--- src/rtl/key_seg_pkg.sv ---
// Shared constants for the keystroke display: control codes, segment patterns
// and the hex-digit glyph table (segments are {g,f,e,d,c,b,a}, active-low).
package key_seg_pkg;

    localparam logic [7:0] ASCII_BS  = 8'h08;
    localparam logic [7:0] ASCII_ESC = 8'h1B;

    localparam logic [6:0] SEG_BLANK = 7'h7F;
    localparam logic [6:0] SEG_DASH  = 7'h3F;

    localparam logic [6:0] HEX_SEG [16] = '{
        7'h40, 7'h79, 7'h24, 7'h30, 7'h19, 7'h12, 7'h02, 7'h78,
        7'h00, 7'h10, 7'h08, 7'h03, 7'h46, 7'h21, 7'h06, 7'h0E
    };

    // Hex mode feeds the glyph ROM ASCII so both modes share one decoder.
    function automatic logic [7:0] nibble_to_ascii(input logic [3:0] n);
        return (n < 4'd10) ? (8'h30 + {4'h0, n}) : (8'h37 + {4'h0, n});
    endfunction

endpackage

--- src/rtl/seg_glyph_rom.sv ---
// Combinational ASCII to active-low seven-segment glyph map.
module seg_glyph_rom
    import key_seg_pkg::*;
(
    input  logic [7:0] ascii_i,
    output logic [6:0] seg_o
);

    always_comb begin
        seg_o = SEG_BLANK;
        if (ascii_i >= 8'h30 && ascii_i <= 8'h39) begin
            seg_o = HEX_SEG[ascii_i[3:0]];
        end else if ((ascii_i >= 8'h41 && ascii_i <= 8'h46) ||
                     (ascii_i >= 8'h61 && ascii_i <= 8'h66)) begin
            // 'A'..'F' and 'a'..'f' share low nibbles 1..6, i.e. table entries 10..15
            seg_o = HEX_SEG[ascii_i[3:0] + 4'd9];
        end else begin
            case (ascii_i)
                8'h48:   seg_o = 7'h09; // H
                8'h4C:   seg_o = 7'h47; // L
                8'h50:   seg_o = 7'h0C; // P
                8'h55:   seg_o = 7'h41; // U
                8'h72:   seg_o = 7'h2F; // r
                8'h6E:   seg_o = 7'h2B; // n
                8'h6F:   seg_o = 7'h23; // o
                8'h74:   seg_o = 7'h07; // t
                8'h79:   seg_o = 7'h11; // y
                8'h20:   seg_o = SEG_BLANK;
                default: seg_o = (ascii_i > 8'h20 && ascii_i <= 8'h7E) ? SEG_DASH : SEG_BLANK;
            endcase
        end
    end

endmodule

--- src/rtl/key_seg_display.sv ---
// Keystroke history with a scrollable, time-multiplexed window onto a
// common-anode seven-segment bank, plus a hex dump of the newest byte.
module key_seg_display
    import key_seg_pkg::*;
#(
    parameter int DIGITS      = 4,
    parameter int HIST_DEPTH  = 16,
    parameter int REFRESH_DIV = 100000
) (
    input  logic                            clk,
    input  logic                            reset,
    input  logic [7:0]                      key_ascii,
    input  logic                            key_valid,
    input  logic                            scroll_up,
    input  logic                            scroll_down,
    input  logic                            hex_mode,
    output logic [DIGITS-1:0]               an,
    output logic [6:0]                      seg,
    output logic                            dp,
    output logic [$clog2(HIST_DEPTH+1)-1:0] fill_count,
    output logic                            overflow
);

    localparam int CW = $clog2(HIST_DEPTH + 1);
    localparam int PW = (HIST_DEPTH > 1) ? $clog2(HIST_DEPTH) : 1;
    localparam int RW = (REFRESH_DIV > 1) ? $clog2(REFRESH_DIV) : 1;
    localparam int DW = (DIGITS > 1) ? $clog2(DIGITS) : 1;

    logic [7:0]        hist_q [HIST_DEPTH];
    logic              wr_en;
    logic [PW-1:0]     wptr_q, wptr_d;
    logic [CW-1:0]     fill_q, fill_d;
    logic [CW-1:0]     offset_q, offset_d, max_offset;
    logic              ovf_q, ovf_d;
    logic [RW-1:0]     refresh_q, refresh_d;
    logic [DW-1:0]     digit_q, digit_d;
    logic [DIGITS-1:0] an_q, an_d;
    logic [6:0]        seg_q, seg_d;
    logic              dp_q, dp_d;

    logic [31:0]       pos;
    logic [PW-1:0]     newest_ptr, rd_ptr;
    logic [7:0]        newest_byte, rom_ascii;
    logic [6:0]        rom_seg;
    logic              show;

    assign max_offset = (fill_q > CW'(DIGITS)) ? fill_q - CW'(DIGITS) : '0;

    // A strobed key always takes priority over a scroll request in the same cycle.
    always_comb begin
        wptr_d   = wptr_q;
        fill_d   = fill_q;
        offset_d = offset_q;
        ovf_d    = ovf_q;
        wr_en    = 1'b0;
        if (key_valid) begin
            if (key_ascii == ASCII_BS) begin
                if (fill_q != '0) begin
                    wptr_d   = (wptr_q == '0) ? PW'(HIST_DEPTH - 1) : wptr_q - 1'b1;
                    fill_d   = fill_q - 1'b1;
                    offset_d = '0;
                end
            end else if (key_ascii == ASCII_ESC) begin
                wptr_d   = '0;
                fill_d   = '0;
                offset_d = '0;
                ovf_d    = 1'b0;
            end else if (key_ascii >= 8'h20 && key_ascii <= 8'h7E) begin
                wr_en    = 1'b1;
                wptr_d   = (wptr_q == PW'(HIST_DEPTH - 1)) ? '0 : wptr_q + 1'b1;
                offset_d = '0;
                if (fill_q == CW'(HIST_DEPTH)) begin
                    ovf_d = 1'b1;
                end else begin
                    fill_d = fill_q + 1'b1;
                end
            end
        end else if (scroll_up && !scroll_down) begin
            if (offset_q < max_offset) offset_d = offset_q + 1'b1;
        end else if (scroll_down && !scroll_up) begin
            if (offset_q != '0) offset_d = offset_q - 1'b1;
        end
    end

    always_ff @(posedge clk) begin
        if (wr_en) hist_q[wptr_q] <= key_ascii;
    end

    always_comb begin
        refresh_d = refresh_q + 1'b1;
        digit_d   = digit_q;
        if (refresh_q == RW'(REFRESH_DIV - 1)) begin
            refresh_d = '0;
            digit_d   = (digit_q == DW'(DIGITS - 1)) ? '0 : digit_q + 1'b1;
        end
    end

    // Digit d shows history position offset+d counted back from the newest entry.
    always_comb begin
        pos         = 32'(offset_q) + 32'(digit_q);
        newest_ptr  = PW'((32'(wptr_q) + 32'(HIST_DEPTH) - 32'd1) % 32'(HIST_DEPTH));
        rd_ptr      = PW'((32'(newest_ptr) + 32'(HIST_DEPTH) - pos) % 32'(HIST_DEPTH));
        newest_byte = hist_q[newest_ptr];
        rom_ascii   = hist_q[rd_ptr];
        show        = pos < 32'(fill_q);
        if (hex_mode) begin
            rom_ascii = nibble_to_ascii((digit_q == '0) ? newest_byte[3:0] : newest_byte[7:4]);
            show      = (fill_q != '0) && (32'(digit_q) < 32'd2);
        end
        an_d  = ~(DIGITS'(1) << digit_q);
        seg_d = show ? rom_seg : SEG_BLANK;
        // The oldest-char marker only makes sense while characters are displayed.
        dp_d  = !(!hex_mode && fill_q != '0 && pos == 32'(fill_q) - 32'd1);
    end

    seg_glyph_rom u_glyph (
        .ascii_i (rom_ascii),
        .seg_o   (rom_seg)
    );

    always_ff @(posedge clk or posedge reset) begin
        if (reset) begin
            wptr_q    <= '0;
            fill_q    <= '0;
            offset_q  <= '0;
            ovf_q     <= 1'b0;
            refresh_q <= '0;
            digit_q   <= '0;
            an_q      <= '1;
            seg_q     <= SEG_BLANK;
            dp_q      <= 1'b1;
        end else begin
            wptr_q    <= wptr_d;
            fill_q    <= fill_d;
            offset_q  <= offset_d;
            ovf_q     <= ovf_d;
            refresh_q <= refresh_d;
            digit_q   <= digit_d;
            an_q      <= an_d;
            seg_q     <= seg_d;
            dp_q      <= dp_d;
        end
    end

    assign an         = an_q;
    assign seg        = seg_q;
    assign dp         = dp_q;
    assign fill_count = fill_q;
    assign overflow   = ovf_q;

endmodule

--- config.mk ---
export PLATFORM = sky130hd
export DESIGN_NAME = key_seg_display
export DESIGN_NICKNAME = d
export VERILOG_FILES = /design/src/rtl/key_seg_pkg.sv /design/src/rtl/seg_glyph_rom.sv /design/src/rtl/key_seg_display.sv
export SDC_FILE = /design/constraint.sdc
export NUM_CORES = 1
export LEC_CHECK = 0
export CAP_MARGIN = 5
export CORE_MARGIN = 3
export CORE_UTILIZATION = 45
export DETAILED_ROUTE_END_ITERATION = 10
export GPL_ROUTABILITY_DRIVEN = 0
export SLEW_MARGIN = 30
export SYNTH_ARGS = -nofsm -noshare
export SYNTH_HDL_FRONTEND = slang
export SYNTH_SLANG_ARGS = --single-unit
--- constraint.sdc ---
create_clock -name clk -period 5.5 [get_ports clk]
set_clock_uncertainty 0.05 [all_clocks]
set_input_delay 1.1 -clock clk [delete_from_list [all_inputs] [get_ports clk]]
set_output_delay 1.1 -clock clk [all_outputs]
set_load 0.01 [all_outputs]
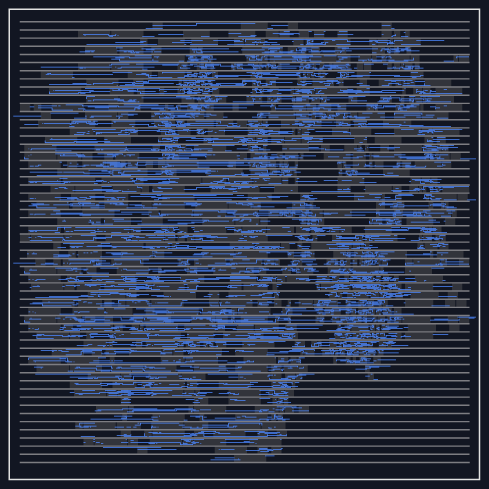
Fig. 1. Metal 1 (run 1).
Scale: 3 px per um. Supply wires on this layer in grey. Cells faint in the background.
The wires run mostly horizontal. The longest straight run is 52.4 um. The layer carries 10900 um of wire. 887 nets have wire on it. The layer holds 41% of the routed length.

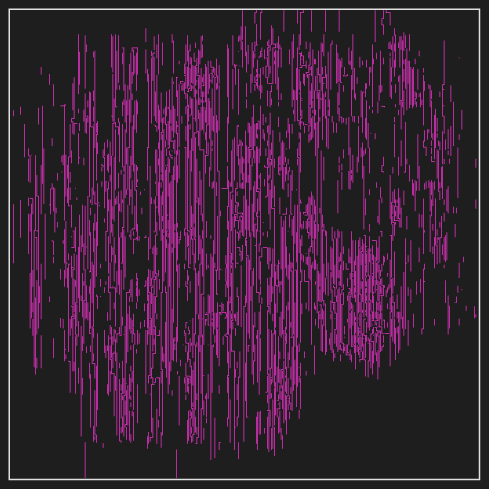
Fig. 2. Met2 routing (run 1).
Scale: 3 px per um.
833 nets have wire on it. The layer carries 13300 um of wire. The wires run mostly vertical. The longest straight run is 68.7 um.

==> deck_impl_summary.md, run 1 <==
Flow Results at a Glance

Outcome
  • Status: finished clean

Critical path
  • Buf/Inv on CP: 4
  • Slowest Stage Delay on Critical Path: between 0.6 and 0.7 ns
  • Register-to-register setup slack: about 0.24 ns
  • Worst reg2reg path depth: 17
  • R2r endpoint: seg[1]
  • Reg2Reg Launch Point: offset_q[0]
  • CP Depth: 17
  • Crit-path leading delay family: adder cells
  • Crit Path Category: reg -> reg
  • CP endpoint kind: register
  • Crit path launch type: register
  • Critical Path Fanout Max: 9

Timing
  • Min cycle time layout: between 5 and 6 ns
  • Slew headroom: 0.482
  • Slew @ Worst Pin: between 0.7 and 0.8 ns
  • Slew Limit Fails: 0
  • TNS Setup: 0 ns
  • Final setup margin: between 0.2 and 0.25 ns
  • Fmax: between 150 and 200 MHz
  • Endpoints failing hold: 0
  • Post-layout period usage: 0.956
  • Final setup viols: 0

Global route
  • Vias in the first global route: 7296
  • Largest net degree at the start of global routing: 47
  • Total GRT Usage: 0.222
  • Initial antenna violation count: 0
  • First-pass GRT wire length: ~42000 um
  • Grt ovf: 0

Yosys
  • Top area cell types: edfxtp_1, mux4_2, dfrtp_1, mux2i_1, ha_1
  • #FFs+latches synth: roughly 170
  • Count of library flops with an enable pin: around 130
  • Synth Seq Share: 0.493
  • Avg Synthesized Cell Area: around 12 um2
  • Floorplan Nets: between 800 and 900
  • Yosys warns: 0
  • YS chip area: between 10000 and 15000 um2
  • Post-Syn Area: approximately 10000 um2
  • Max-area cell share: 0.378
  • Post-Synthesis Cells: between 800 and 900
  • Yosys cell types: 71
  • Cell count in the Yosys report: 828
  • Leading area contributor after synthesis: edfxtp_1

Clock tree
  • H-tree depth: 4
  • Num CTS Buffers: 17
  • CTS tree: yes
  • Clk ins delay skew pair: between 0.4 and 0.5 ns
  • Worst-path clk slew: 0.07 ns
  • Sink Count: ~170
  • Clk buf depth: 2
  • Root Buffer Master: clkbuf_16

Route
  • Routed wire per std cell: roughly 22 um
  • Antenna Violating Nets Remaining: 0
  • First-pass DRT Iterations: 5
  • DRC viols: 0
  • Via count: approximately 7400
  • DRT iter0 DRCs: about 700
  • Final WL: ~27000 um

Cells and area
  • Top cell excl fill/tap: edfxtp_1
  • Top Layout Cells: edfxtp_1, nor2_1, mux2i_1
  • Finished Core Util: 0.531
  • FF+latch area: 5010 um2
  • Fillers: 1821
  • Nets@finish: between 900 and 1000
  • Layout area overhead: 15.1%
  • Ant. Diodes: 0
  • Finished Layout Cells: roughly 1200

Min path
  • Worst hold path type: reg -> reg
  • Hold_sp: refresh_q[4]
  • Hold Path Sink: refresh_q[4]

Flow run
  • Max Cap Viol: 0

Floorplanning
  • # IOs: 32
  • Core outline area: 22000 um2
  • Initial Util: 0.461

Placement
  • Detailed Place HPWL: approximately 19000 um
  • Number of buffer cells added on primary ports: 31
  • Dpl ws: -0.0272 ns
  • Inst Count DP: around 1100
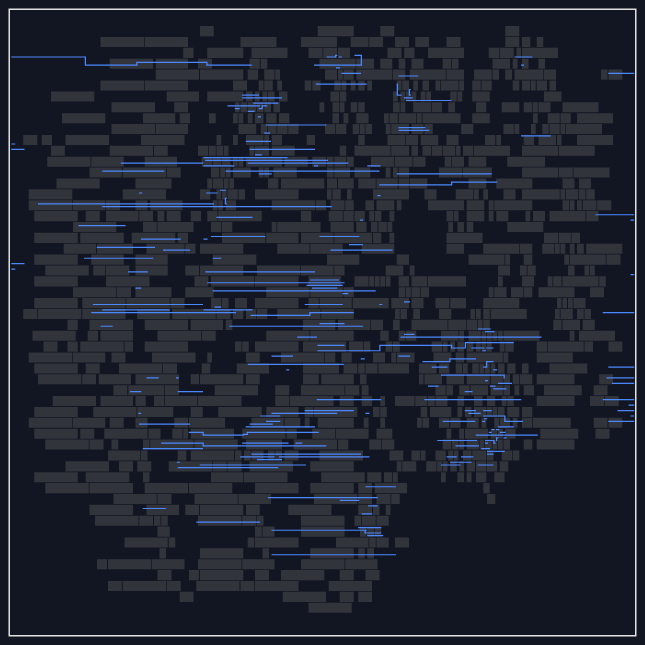
Fig. 3. Met3 routing (run 1).
Scale: 4 px per um. Cells faint in the background.
The longest straight run is 57.0 um. The wires run mostly horizontal. The layer holds 6.7% of the routed length.

## run 1: cell families after synthesis
group / synth area share
and+or+nand+nor: 0.120
AOI/OAI and AO/OA: 0.0842
buffers and inverters: 0.0344
DFF: 0.493
muxes: 0.179
adders and majority gates: 0.0576
xor gates and xnor gates: 0.0320
## run 1: per-layer routing
layer	global-route usage	part of all wire
met3	0.0360	0.067
met4	0.0567	0.020
met2	0.384	0.50
met5	0	0
met1	0.293	0.41
## run 1: metrics by stage
stage | hold slack [ns] | area (um2)
2_1_floorplan | 0.396 | 10200
3_3_place_gp | 0.413 | 11000
3_5_place_dp | 0.419 | 11000
4_1_cts | 0.432 | 11600
5_1_grt | 0.459 | 11700
6_report | 0.425 | 11700
## run 1: registers in the layout, indices dropped and copies added, names as in the netlist
register / cells
offset_q: 5
wptr_q: 4
digit_q: 2
refresh_q: 17
an: 4
fill_count: 5
dp: 1
overflow: 1
seg: 7
hist_q: 128
## run 1: cell usage after synthesis (all sizes together) (6+ instances only)
cell type	count
buf	22
a31oi	8
and4	9
nand2	51
nor2	67
dfrtp	34
o22ai	6
o21a	7
ha	42
mux2i	66
o31ai	9
and3	7
inv	41
dfstp	12
nand2b	6
a21oi	27
edfxtp	128
o21ai	39
xnor2	17
mux4	49
xor2	15
clkbuf	17
nand3	44
nor3	17
nand4	7
## run 1: repair_timing
item | in CTS | in global routing
hold buffers | 0 | 0
gates resized | 1 | 9
pin swaps | 0 | 3
endpoints found under the setup margin | 4 | 7
setup buffers | 0 | 10
## run 1: layout make-up
| type | instances | area share |
|---|---|---|
| tap | 280 | 0.0299 |
| inverter | 42 | 0.0136 |
| clock buffer | 17 | 0.0364 |
| clock inverter | 15 | 0.0144 |
| timing repair buffer | 83 | 0.0610 |
| multi-input combinational | 573 | 0.416 |
| sequential | 174 | 0.428 |
## run 1: worst max-delay path by stage
stage / from / endpoint / slack (ns)
6_report: offset_q[0] / seg[1] / 0.24
3_5_place_dp: offset_q[0] / seg[2] / -0.03
2_1_floorplan: wptr_q[0] / seg[1] / 0.01
3_3_place_gp: offset_q[0] / seg[2] / 0.14
5_1_grt: offset_q[0] / seg[2] / -0.03
4_1_cts: offset_q[0] / seg[3] / 0.06
Fig. 4: run 1, M4 wires
Scale: 2 px per um. Supply wires on this layer in grey. Cells faint in the background.
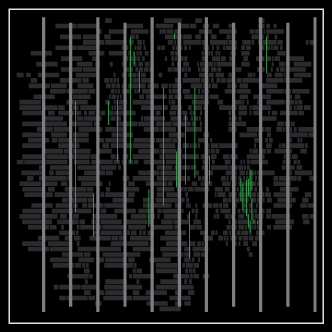

## Run 2: what changed since run 1
--- a/config.mk
+++ b/config.mk
@@ -10,6 +10,8 @@
 export CORE_UTILIZATION = 45
 export DETAILED_ROUTE_END_ITERATION = 10
 export GPL_ROUTABILITY_DRIVEN = 0
+export HOLD_SLACK_MARGIN = 0.06
+export PLACE_DENSITY = 0.7
 export SLEW_MARGIN = 30
 export SYNTH_ARGS = -nofsm -noshare
 export SYNTH_HDL_FRONTEND = slang
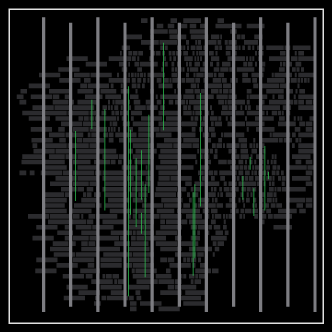
Fig. 5. M4 wires (run 2).
Scale: 2 px per um. Supply wires on this layer in grey. Cells faint in the background.
The longest straight run is 105 um. The wires run mostly vertical.

==> run 2 against run 1 <==
Against the previous run: global-route usage decreased by 1.7 points; worst setup slack improved by 0.020 ns; via count decreased by 3.5%; critical path type unchanged.
==> deck_impl_summary.md, run 2 <==
Flow Results at a Glance

Outcome
  • Status: finished clean

Floorplanning
  • # IOs: 32
  • Core outline area: about 22000 um2

Global route
  • Met3 Track Usage GR: 0.0376
  • Global route hottest layer: met2
  • Total GRT Usage: 0.205
  • Initial antenna violation count: 0
  • Grt ovf: 0
  • GR Layer Usage met1: 0.279
  • Largest net degree at the start of global routing: 47

Yosys
  • Yosys warns: 0
  • #FFs+latches synth: 174
  • Avg Synthesized Cell Area: approximately 12 um2
  • Floorplan Nets: between 800 and 900
  • Synth top cell by count: edfxtp_1
  • Count of library flops with an enable pin: 128
  • YS chip area: 10200 um2
  • Synth top cells by count: edfxtp_1, nor2_1, mux2i_1
  • Yosys cell types: 71
  • Post-Synthesis Cells: ~830
  • Max-area cell share: 0.378

Cells and area
  • Biggest register: hist_q
  • Ant. Diodes: 0
  • Top cell excl fill/tap: edfxtp_1
  • Max reg flops: about 130
  • Layout area overhead: 14.9%
  • Final Cell Area: around 12000 um2
  • Fillers: between 1500 and 2000
  • Finished Layout Cells: approximately 1200
  • Nets@finish: ~950

Clock tree
  • Sink Count: ~170
  • H-tree depth: 4
  • CTS tree: yes
  • Clk buf depth: 2
  • Worst-path clk slew: about 0.070 ns

Critical path
  • Critical Path Fanout Max: 16
  • Crit path launch type: register

Route
  • Via count: roughly 7100
  • DRT iter0 DRCs: approximately 630
  • Final WL: ~25000 um

Timing
  • Slew Limit Fails: 0
  • Post-layout period usage: 0.952
  • Endpoints failing hold: 0
  • Final setup viols: 0
  • Slew headroom: 0.474

Min path
  • Worst hold path type: reg -> reg

Flow run
  • Max Cap Viol: 0

Placement
  • Detailed Place HPWL: 17200 um
  • Inst Count DP: around 1100
-- run 2: cell types whose count changed in the layout (fill, tap and decap cells not counted), sizes merged --
cell    before  now
clkbuf      17   18
clkinv       9    8
inv         47   48
buf         52   46
-- run 2: final cells by class --
type / instances / share of cell area
clock inverters: 15 / 0.0140
clock buffers: 17 / 0.0365
well taps: 280 / 0.0300
multi-input cells: 573 / 0.416
flip-flops and latches: 174 / 0.429
inverters: 42 / 0.0136
repair buffers: 78 / 0.0605
-- run 2: cells by family (layout without fill, tap and decap cells) --
group                    Yosys count  in the layout  share of synthesized area
AND/OR/NAND/NOR                  244            244                      0.120
buffers and inverters             81            152                     0.0344
XOR/XNOR                          33             33                     0.0320
adder cells (fa/ha/maj)           45             45                     0.0576
multiplexers                     119            119                      0.179
flip-flops                       174            174                      0.493
AND-OR/OR-AND                    132            132                     0.0842
-- run 2: repair_timing --
action                     CTS  global route
setup buffers                0             4
setup endpoints to repair    1             6
gates cloned                 0             1
pin swaps                    0             1
resized                      1             6
-- run 2: stage by stage --
stage | worst slack (ns) | hold slack, ns
3_5_place_dp | 0.0703 | 0.426
2_1_floorplan | 0.0144 | 0.396
3_3_place_gp | 0.335 | 0.410
4_1_cts | 0.0797 | 0.440
6_report | 0.263 | 0.435
5_1_grt | 0.0222 | 0.450
-- run 2: critical path, cell delays in order (launching register included) --
cell      delay [ns]
dfrtp_1         0.45
ha_1            0.26
fa_1            0.57
inv_1           0.10
fa_2            0.64
buf_12          0.20
mux4_2          0.33
mux4_2          0.50
and2_1          0.20
a31oi_4         0.24
buf_4           0.18
ha_4            0.16
inv_1           0.09
or4_1           0.59
a21oi_1         0.23
nor2_1          0.09
o211ai_1        0.09
a31o_1          0.18
-- run 2: worst paths after layout --
path / from / endpoint / slack [ns] / cells after the start
min in group asynchronous: reset / overflow / 1.06 / 2
worst min-delay path: refresh_q[4] / refresh_q[4] / 0.43 / 1
max in group asynchronous: reset / refresh_q[2] / 3.86 / 2
worst min register to register: refresh_q[4] / refresh_q[4] / 0.43 / 1
worst max register to register: offset_q[0] / seg[1] / 0.26 / 17
worst max-delay path: offset_q[0] / seg[1] / 0.26 / 17
-- run 2: routing by layer --
metal  vias to the layer above  wire [um]
li1                       3276          -
met1                      3475      10400
met2                       304      12200
met3                        43       1900
met4                         0        644
met5                         -          0
